==> src/rtl/alu_pipe_param.sv <==
// Parametrised handshaked ALU: single-cycle logic/compare ops, iterative shift-add MUL.
// Optional saturation of ADD/SUB/MUL errors when ALU_SAT_EN is defined.
module alu_pipe_param #(
  parameter int          WIDTH    = 8,
  parameter logic [31:0] ERR_CODE = 32'h0000_00EE
) (
  input  logic             clk,
  input  logic             rst_n,
  input  logic             in_valid,
  output logic             in_ready,
  input  logic [WIDTH-1:0] ia,
  input  logic [WIDTH-1:0] ib,
  input  logic [3:0]       func,
  output logic             out_valid,
  input  logic             out_ready,
  output logic [WIDTH-1:0] oa,
  output logic             err
);

  localparam int               CW      = $clog2(WIDTH);
  localparam logic [CW-1:0]    LAST    = CW'(WIDTH - 1);
  localparam logic [WIDTH-1:0] WIDTH_V = WIDTH'(WIDTH);
  localparam logic [WIDTH-1:0] ERR_V   = WIDTH'(ERR_CODE);
  localparam logic [3:0]       F_MUL   = 4'hC;

`ifdef ALU_SAT_EN
  localparam logic [WIDTH-1:0] OVF_V = {WIDTH{1'b1}};
  localparam logic [WIDTH-1:0] UNF_V = {WIDTH{1'b0}};
`else
  localparam logic [WIDTH-1:0] OVF_V = ERR_V;
  localparam logic [WIDTH-1:0] UNF_V = ERR_V;
`endif

  typedef enum logic [1:0] {
    IDLE = 2'd0,
    BUSY = 2'd1,
    DONE = 2'd2
  } state_t;

  state_t             state_q, state_d;
  logic [2*WIDTH-1:0] mcand_q, mcand_d;
  logic [WIDTH-1:0]   mplier_q, mplier_d;
  logic [2*WIDTH-1:0] acc_q, acc_d;
  logic [CW-1:0]      cnt_q, cnt_d;
  logic [WIDTH-1:0]   oa_q, oa_d;
  logic               err_q, err_d;

  logic               accept_s;
  logic               load_mul_s;
  logic               load_alu_s;
  logic [WIDTH:0]     sum_s;
  logic [WIDTH:0]     diff_s;
  logic [WIDTH-1:0]   alu_res_s;
  logic               alu_err_s;
  logic [2*WIDTH-1:0] acc_step_s;
  logic               mul_ovf_s;
  logic               mul_last_s;

  assign in_ready   = (state_q == IDLE) | ((state_q == DONE) & out_ready);
  assign accept_s   = in_valid & in_ready;
  assign load_mul_s = accept_s & (func == F_MUL);
  assign load_alu_s = accept_s & (func != F_MUL);

  assign sum_s  = {1'b0, ia} + {1'b0, ib};
  assign diff_s = {1'b0, ia} - {1'b0, ib};

  // MUL partial product; the last step's sum is the final product.
  assign acc_step_s = acc_q + (mplier_q[0] ? mcand_q : {(2*WIDTH){1'b0}});
  assign mul_ovf_s  = |acc_step_s[2*WIDTH-1:WIDTH];
  assign mul_last_s = (state_q == BUSY) && (cnt_q == LAST);

  assign out_valid = (state_q == DONE);
  assign oa        = oa_q;
  assign err       = err_q;

  // Single-cycle operation result from the operands presented this cycle
  always_comb begin
    alu_res_s = '0;
    alu_err_s = 1'b0;
    case (func)
      4'h0: alu_res_s = ia & ib;
      4'h1: alu_res_s = ia | ib;
      4'h2: begin
        if (sum_s[WIDTH]) begin
          alu_res_s = OVF_V;
          alu_err_s = 1'b1;
        end else begin
          alu_res_s = sum_s[WIDTH-1:0];
        end
      end
      4'h3: begin
        if (diff_s[WIDTH]) begin
          alu_res_s = UNF_V;
          alu_err_s = 1'b1;
        end else begin
          alu_res_s = diff_s[WIDTH-1:0];
        end
      end
      4'h4: begin
        if (ib >= WIDTH_V) begin
          alu_res_s = '0;
        end else begin
          alu_res_s = ia << ib;
        end
      end
      4'h5: begin
        if (ib >= WIDTH_V) begin
          alu_res_s = '0;
        end else begin
          alu_res_s = ia >> ib;
        end
      end
      4'h6: begin
        if (ib >= WIDTH_V) begin
          alu_res_s = {WIDTH{ia[WIDTH-1]}};
        end else begin
          alu_res_s = $signed(ia) >>> ib;
        end
      end
      4'h7: alu_res_s = ia ^ ib;
      4'h8: alu_res_s = {{(WIDTH-1){1'b0}}, (ia == ib)};
      4'h9: alu_res_s = {{(WIDTH-1){1'b0}}, (ia >= ib)};
      4'hA: alu_res_s = {{(WIDTH-1){1'b0}}, ($signed(ia) < $signed(ib))};
      4'hB: alu_res_s = {{(WIDTH-1){1'b0}}, (ia < ib)};
      4'hC: alu_res_s = '0;
      4'hD: alu_res_s = (ia < ib) ? ia : ib;
      4'hE: alu_res_s = (ia > ib) ? ia : ib;
      default: begin
        alu_res_s = ERR_V;
        alu_err_s = 1'b1;
      end
    endcase
  end

  // Control state sequencing
  always_comb begin
    state_d = state_q;
    case (state_q)
      IDLE: begin
        if (load_mul_s) begin
          state_d = BUSY;
        end else if (load_alu_s) begin
          state_d = DONE;
        end else begin
          state_d = IDLE;
        end
      end
      BUSY: begin
        if (cnt_q == LAST) begin
          state_d = DONE;
        end else begin
          state_d = BUSY;
        end
      end
      DONE: begin
        if (load_mul_s) begin
          state_d = BUSY;
        end else if (load_alu_s) begin
          state_d = DONE;
        end else if (out_ready) begin
          state_d = IDLE;
        end else begin
          state_d = DONE;
        end
      end
      default: state_d = IDLE;
    endcase
  end

  // Multiplier datapath and held result
  always_comb begin
    mcand_d  = mcand_q;
    mplier_d = mplier_q;
    acc_d    = acc_q;
    cnt_d    = cnt_q;
    oa_d     = oa_q;
    err_d    = err_q;
    if (load_mul_s) begin
      mcand_d  = {{WIDTH{1'b0}}, ia};
      mplier_d = ib;
      acc_d    = '0;
      cnt_d    = '0;
    end else if (state_q == BUSY) begin
      mcand_d  = mcand_q << 1;
      mplier_d = mplier_q >> 1;
      acc_d    = acc_step_s;
      cnt_d    = cnt_q + CW'(1);
    end else begin
      cnt_d    = cnt_q;
    end
    if (load_alu_s) begin
      oa_d  = alu_res_s;
      err_d = alu_err_s;
    end else if (mul_last_s) begin
      if (mul_ovf_s) begin
        oa_d  = OVF_V;
        err_d = 1'b1;
      end else begin
        oa_d  = acc_step_s[WIDTH-1:0];
        err_d = 1'b0;
      end
    end else begin
      oa_d  = oa_q;
      err_d = err_q;
    end
  end

  // State and datapath registers; reset discards any in-flight operation
  always_ff @(posedge clk or negedge rst_n) begin
    if (!rst_n) begin
      state_q  <= IDLE;
      mcand_q  <= '0;
      mplier_q <= '0;
      acc_q    <= '0;
      cnt_q    <= '0;
      oa_q     <= '0;
      err_q    <= 1'b0;
    end else begin
      state_q  <= state_d;
      mcand_q  <= mcand_d;
      mplier_q <= mplier_d;
      acc_q    <= acc_d;
      cnt_q    <= cnt_d;
      oa_q     <= oa_d;
      err_q    <= err_d;
    end
  end

endmodule

==> config.mk <==
export PLATFORM = sky130hd
export DESIGN_NAME = alu_pipe_param
export DESIGN_NICKNAME = d
export VERILOG_FILES = /design/src/rtl/alu_pipe_param.sv
export SDC_FILE = /design/constraint.sdc
export NUM_CORES = 1
export LEC_CHECK = 0
export ABC_AREA = 0
export CAP_MARGIN = 20
export CORE_MARGIN = 3
export CORE_UTILIZATION = 35
export DETAILED_ROUTE_END_ITERATION = 10
export GPL_TIMING_DRIVEN = 1
export PLACE_DENSITY_LB_ADDON = 0.2
export SYNTH_ARGS = -nofsm -noshare
export SYNTH_HDL_FRONTEND = slang
export SYNTH_SLANG_ARGS = --single-unit
==> constraint.sdc <==
create_clock -name clk -period 3.7 [get_ports clk]
set_input_delay 0.555 -clock clk [delete_from_list [all_inputs] [get_ports clk]]
set_output_delay 0.555 -clock clk [all_outputs]
set_load 0.05 [all_outputs]
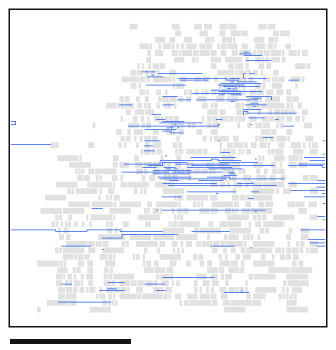
Figure 1: M3 wires.
Bar = 50 µm. Cells faint in the background.
share of all routed wire: 7.6%
longest straight run: 44.6 µm

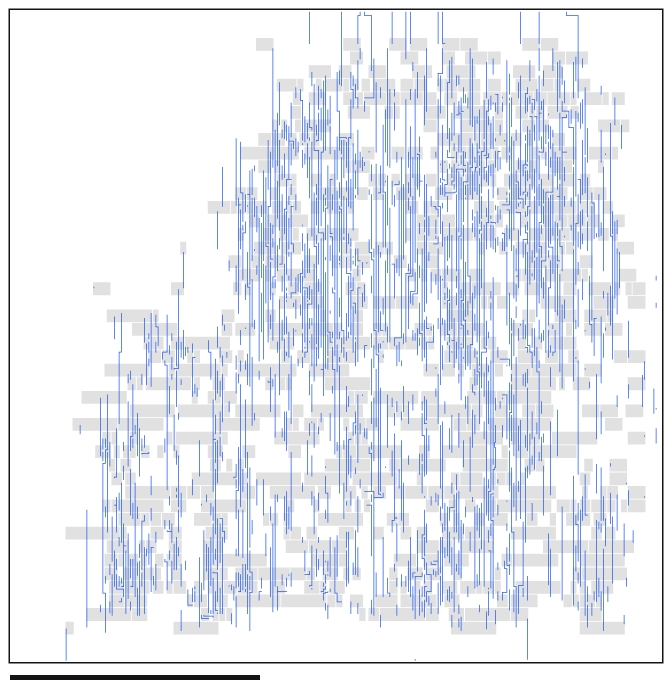
Figure 2: signal wires on met2.
Bar = 50 µm. Cells faint in the background.
nets with wire on the layer: 671
wire length on this layer: 7920 µm
share of all routed wire: 44%
longest straight run: 37.4 µm

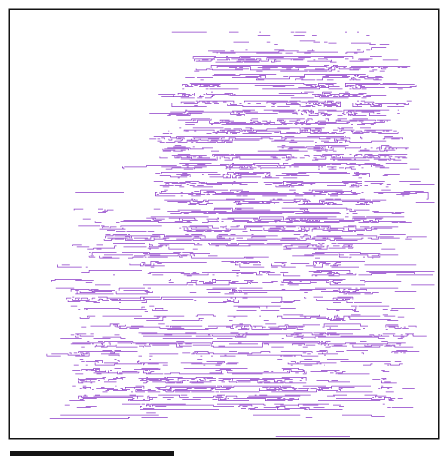
Figure 3: the metal 1 layer.
Bar = 50 µm.
main direction: horizontal
longest straight run: 46.5 µm
nets with wire on the layer: 757

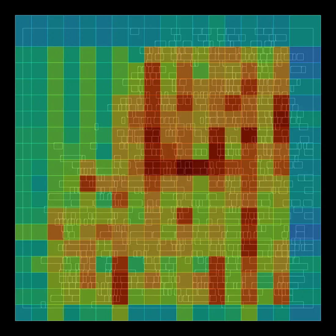
Figure 4: routing congestion.
overall routing resource usage: 21.3%
core occupancy in the finished layout: 43.6%

==> notes.md <==
run results: number of design rule violations left after detail routing=0, met1 capacity usage during global routing=30.2%, number of tap instances=184, prevailing logic family in the synthesized netlist=AND-OR/OR-AND gates, combinational cell fraction of total power=46.1%, Primary FF master, synth=dfrtp_1, Post CTS Setup Buffer Count=0, number of search-and-repair iterations in the first detailed-routing pass=7, detailed-route via count=5641, CTS buffer count=5, ports placed on the boundary=35, average routed wire per standard cell=19.2 µm, dominant class by area=combinational gates, category of the worst setup path launch point=input pin, top cell type's share of synthesized area=24.8%, number of filler cells placed in the layout=1477, total tool warning count=44, unrepaired setup endpoints after global routing=no, total number of clock tree sinks=54, post-synth tally of flip-flops with integrated enable=0, core outline area=14900 µm², maxcap violations=0, R2R Setup Slk=0.29 ns, via/cell ratio=5.99, number of standard cells reported by yosys=694, adder-cell area share of the yosys netlist=11.0%, final worst hold slack=0.239 ns, detailed route wirelength on metal3=1.37 mm, outcome=finished clean, internal power contribution=1.57 mW, worst setup slack before clock tree synthesis=-0.0557 ns, Hold Buf Count CTS=0, share of flip-flops with an asynchronous set or reset=100%, Non-Clock Buffer Area Fraction=12.7%, post-cts resize count=0, power in combinational cells=1.21 mW, post-synth cell types=78, row count=44, total gr overflow=0, sequential group share of total power=33.2%, Simple-Gate Area Share=25.1%, Non-clk invs=26, diode count=0, Seq Cell Count=54, violation count after the first detailed-routing iteration=648, Final setup viols=0, worst slew margin relative to its limit=35.8%, CP delay by family, top=AND-OR/OR-AND gates, biggest area contributors in the synthesized netlist=dfrtp_1 25%, ha_1 9.9%, nand2_1 7.9%, clock transition at the registers of the reported paths=0.07 ns, highest-utilization routing layer at the global route stage=met2, biggest regs=acc_q: 16 flops, mcand_q: 16 flops, combinational gates=571, weighted congestion at the end of routability-driven global placement=0.954, AO/OA Area Share=27.9%, commonest cells in the synthesized netlist=114 x nand2_1, 54 x dfrtp_1, 52 x nor2_1, yosys warns=0, stages on the worst setup path=13, layout-stage area growth over the synthesis result=19.1%, Total Wirelength=18.1 mm, CP Cell Sequence=clkdlybuf4s50_1 > buf_4 > ha_1 > fa_1 > a21oi_1 > o22ai_1 > o41a_1 > a22o_1 > nor2_1 > nand2_1 > nor4_1 > buf_4 > o22ai_1, hold violation count in the final report=0, met3 Track Usage GR=4.92%, clock tree from TritonCTS=yes, non-filler instance count after layout=941, crit end category=register, antenna viol nets, final=0, detailed-route wire length on metal 1=8.39 mm, clock root cell=clkbuf_16, Seq power=0.872 mW, critical path startpoint=ib[0], Final clock-cell share=2.63%, count of non-CTS buffers in the layout=98, global routing met2 resource utilization=32.6%, Syn Area/Cell=7.84 µm², wire length of the first global-routing pass=28.7 mm, post-layout min period=3.60 ns, Biggest consumer=combinational cells, number of pins exceeding their max-slew limit in the final report=0, Chip Width=131 µm, Worst Skew=0.00413 ns, xor/xnor cell area share of the yosys netlist=2.58%, clock buffer count=5, multiplexer share of the synthesized area=3.36%, final total power=2.63 mW, Sw Ratio=40.4%, vertical extent of the die=131 µm, endpoint of the worst register-to-register path=oa[0], Total Die Area=17100 µm², cell area power density=406 nW/µm², maximum clock insertion buffer count=2, total cell area at the placement stage=6290 µm²
Power is estimated from default activity; no workload was simulated.
